`src/rtl/cpu_seq.sv`:
```
// Multi-cycle control sequencer: fetch, latch, execute, optional data-bus access, writeback,
// with halt support and a sticky trap state for illegal ops, bus timeouts and misaligned targets.
module cpu_seq #(
  parameter logic [31:0] RESET_PC = 32'h0000_0000,
  parameter int unsigned TIMEOUT  = 16
) (
  input  logic        clk_i,
  input  logic        rstn_i,
  output logic [31:0] pc_o,
  input  logic [31:0] instr_i,
  output logic [31:0] ir_o,
  input  logic        illegal_i,
  input  logic        is_load_i,
  input  logic        is_store_i,
  input  logic        is_jump_i,
  input  logic        is_branch_i,
  input  logic        wr_en_i,
  input  logic        branch_taken_i,
  input  logic [31:0] target_i,
  output logic        rf_wr_en_o,
  output logic        bus_req_o,
  output logic        bus_we_o,
  input  logic        bus_ack_i,
  output logic        ld_capture_o,
  input  logic        halt_req_i,
  output logic        halted_o,
  output logic        trap_o,
  output logic [1:0]  trap_cause_o,
  output logic [31:0] instret_o,
  output logic [2:0]  state_o
);

  typedef enum logic [2:0] {
    ST_FETCH = 3'd0,
    ST_LATCH = 3'd1,
    ST_EXEC  = 3'd2,
    ST_MEM   = 3'd3,
    ST_WB    = 3'd4,
    ST_HALT  = 3'd5,
    ST_TRAP  = 3'd6
  } state_t;

  localparam logic [1:0] CAUSE_ILLEGAL  = 2'b01;
  localparam logic [1:0] CAUSE_TIMEOUT  = 2'b10;
  localparam logic [1:0] CAUSE_MISALIGN = 2'b11;
  // Wait counter value seen during the TIMEOUT-th ack-less MEM cycle.
  localparam logic [7:0] WAIT_LAST = 8'(TIMEOUT - 1);

  state_t      state_q, state_d;
  logic [31:0] pc_q;
  logic [31:0] ir_q;
  logic [31:0] instret_q;
  logic [7:0]  wait_q;
  logic [1:0]  cause_q;

  logic mem_op;
  logic taken;
  logic misalign;
  logic expired;

  assign mem_op   = is_load_i | is_store_i;
  assign taken    = is_jump_i | (is_branch_i & branch_taken_i);
  assign misalign = taken & (target_i[1:0] != 2'b00);
  assign expired  = (wait_q == WAIT_LAST);

  // State register
  always_ff @(posedge clk_i or negedge rstn_i) begin
    if (!rstn_i) state_q <= ST_FETCH;
    else         state_q <= state_d;
  end

  // Next-state logic
  always_comb begin
    state_d = state_q;
    case (state_q)
      ST_FETCH: state_d = ST_LATCH;
      ST_LATCH: state_d = ST_EXEC;
      ST_EXEC: begin
        if (illegal_i)   state_d = ST_TRAP;
        else if (mem_op) state_d = ST_MEM;
        else             state_d = ST_WB;
      end
      // An ack in the expiry cycle takes priority over the timeout.
      ST_MEM: begin
        if (bus_ack_i)    state_d = ST_WB;
        else if (expired) state_d = ST_TRAP;
      end
      ST_WB: begin
        if (misalign)        state_d = ST_TRAP;
        else if (halt_req_i) state_d = ST_HALT;
        else                 state_d = ST_FETCH;
      end
      ST_HALT: if (!halt_req_i) state_d = ST_FETCH;
      ST_TRAP: state_d = ST_TRAP;
      default: state_d = ST_FETCH;
    endcase
  end

  // Output logic
  always_comb begin
    rf_wr_en_o   = 1'b0;
    bus_req_o    = 1'b0;
    bus_we_o     = 1'b0;
    ld_capture_o = 1'b0;
    halted_o     = 1'b0;
    trap_o       = 1'b0;
    case (state_q)
      ST_MEM: begin
        bus_req_o    = 1'b1;
        bus_we_o     = is_store_i;
        ld_capture_o = bus_ack_i & is_load_i;
      end
      ST_WB:   rf_wr_en_o = wr_en_i & ~is_store_i & ~misalign;
      ST_HALT: halted_o   = 1'b1;
      ST_TRAP: trap_o     = 1'b1;
      default: ;
    endcase
  end

  // Architectural registers, bus wait counter and trap cause
  always_ff @(posedge clk_i or negedge rstn_i) begin
    if (!rstn_i) begin
      pc_q      <= RESET_PC;
      ir_q      <= 32'h0;
      instret_q <= 32'h0;
      wait_q    <= 8'h0;
      cause_q   <= 2'b00;
    end else begin
      case (state_q)
        ST_LATCH: ir_q <= instr_i;
        ST_EXEC: begin
          wait_q <= 8'h0;
          if (illegal_i) cause_q <= CAUSE_ILLEGAL;
        end
        ST_MEM: begin
          if (!bus_ack_i) begin
            wait_q <= wait_q + 8'd1;
            if (expired) cause_q <= CAUSE_TIMEOUT;
          end
        end
        ST_WB: begin
          if (misalign) begin
            cause_q <= CAUSE_MISALIGN;
          end else begin
            pc_q      <= taken ? target_i : pc_q + 32'd4;
            instret_q <= instret_q + 32'd1;
          end
        end
        default: ;
      endcase
    end
  end

  assign pc_o         = pc_q;
  assign ir_o         = ir_q;
  assign instret_o    = instret_q;
  assign trap_cause_o = cause_q;
  assign state_o      = state_q;

endmodule

```
`config.mk`:
```
export PLATFORM = sky130hd
export DESIGN_NAME = cpu_seq
export DESIGN_NICKNAME = d
export VERILOG_FILES = /design/src/rtl/cpu_seq.sv
export SDC_FILE = /design/constraint.sdc
export NUM_CORES = 1
export LEC_CHECK = 0
export ABC_AREA = 1
export CAP_MARGIN = 20
export CORE_ASPECT_RATIO = 1.75
export CORE_MARGIN = 5
export CORE_UTILIZATION = 52
export DETAILED_ROUTE_END_ITERATION = 16
export PLACE_DENSITY = 0.9
export SLEW_MARGIN = 20
export SYNTH_ARGS = -nofsm -noshare
export SYNTH_HDL_FRONTEND = slang
export SYNTH_SLANG_ARGS = --single-unit
```
`constraint.sdc`:
```
create_clock -name clk_i -period 4.05 [get_ports clk_i]
set_clock_uncertainty 0.05 [all_clocks]
set_input_delay 0.405 -clock clk_i [delete_from_list [all_inputs] [get_ports clk_i]]
set_output_delay 0.405 -clock clk_i [all_outputs]
set_load 0.03 [all_outputs]
```
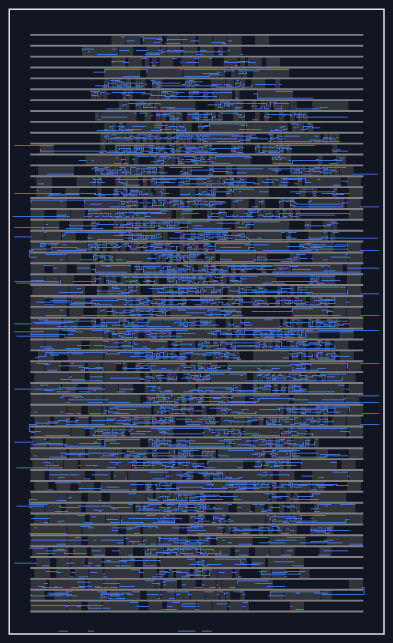
(images/m1.png)
Scale: 4 px per µm. Supply wires on this layer in grey. Cells faint in the background.
987 nets have wire on it. The longest straight run is 29.4 µm.
met1 Usage GRT: 28.3%
total wire length: 19100 µm
total number of vias: 6363

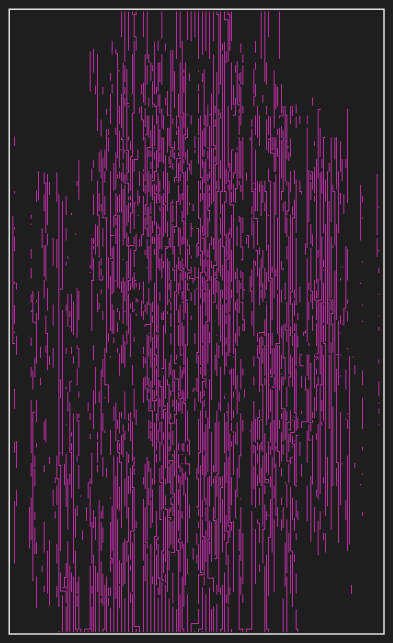
(images/m2.png)
Scale: 4 px per µm.
The layer holds 53% of the routed length. The longest straight run is 67.7 µm. The layer carries 10100 µm of wire.
met2 usage: 48.9%

==> out/qor.yml <==
finish:
  syn2layout_area_growth_pct: 35.4
  num_antenna_cells: 0
placement:
  port_buffers: 181
  placed_area_um2: 8250
final_timing:
  final-setup-viol-count: 0
  rsz0062_at_grt: "no"
setup_path:
  reg2reg_to: "instret_o[9]"
  startpoint_type: "input pin"
  required_ps: 3600
  cp_num_cells: 7
  critPathArrivalTime_ps: 2380
clock_network:
  worstSkewPairLatency_ps: 360
  numClockSinks: 109
status:
  status: "finished clean"
power_and_ir_drop:
  pwr.group.clock_uw: 897
  p_sw_share_pct: 45.6
  p_switching_mw: 2.61
  p_int_mw: 3.12
floorplanning:
  io_pins: 182
  row_count: 53
  die-area_um2: 14500
logic_synthesis:
  xor_share_pct: 2.91
  ys_seq_share_pct: 43.2
  synthArstFlopShare_pct: 100
  ys.flop_type: "dfrtp_1"
routing:
  post-route-drc-count: 0
  antenna_left: 0
  via_per_inst: 5.28
  routedWlPerCell_um: 15.9
global_route:
  met3_usage_pct: 6.13
  grt_start_max_net_pins: 67
[logic make-up after synthesis]
group | after synthesis
AOI/OAI and AO/OA | 66
and+or+nand+nor | 526
DFF | 109
xor gates and xnor gates | 21
adders and majority gates | 3
muxes | 32
buffers and inverters | 98
[area by class of cell]
type / instances / area [µm²] / area share [%]
repair buffers: 186 / 1850 / 21.6
flip-flops and latches: 109 / 2730 / 31.9
well taps: 165 / 206 / 2.41
inverters: 80 / 303 / 3.54
multi-input cells: 648 / 3170 / 37.1
clock buffers: 11 / 243 / 2.84
clock inverters: 5 / 48.8 / 0.571
[worst max path at each step]
stage / startpoint / to / slack [ps]
final: is_branch_i / rf_wr_en_o / 1210
after global routing: is_branch_i / rf_wr_en_o / 1060
after global placement: is_branch_i / instret_o[9] / 1060
after CTS: is_branch_i / rf_wr_en_o / 1180
after detailed placement: is_branch_i / instret_o[9] / 970
after floorplan: state_o[0] / rf_wr_en_o / 1960
[layout by cell type, fill, tap and decap left out, drive strengths merged]
cell | netlist | final
nand3 | 56 | 56
mux2 | 32 | 32
and2 | 1 | 1
nand2 | 293 | 293
a31oi | 2 | 2
a21oi | 14 | 14
o21bai | 4 | 4
clkbuf | 3 | 11
nand3b | 6 | 6
nand4 | 4 | 4
inv | 80 | 85
o2111ai | 1 | 1
a22oi | 1 | 1
o211ai | 1 | 1
buf | 15 | 5
dfrtp | 109 | 109
dlygate4sd3 | 0 | 1
a2bb2oi | 1 | 1
clkdlybuf4s50 | 0 | 180
o21ai | 33 | 33
or2 | 1 | 1
nor3 | 8 | 8
o22ai | 9 | 9
xor2 | 10 | 10
ha | 3 | 3
nor3b | 1 | 1
xnor2 | 11 | 11
nor2 | 156 | 156
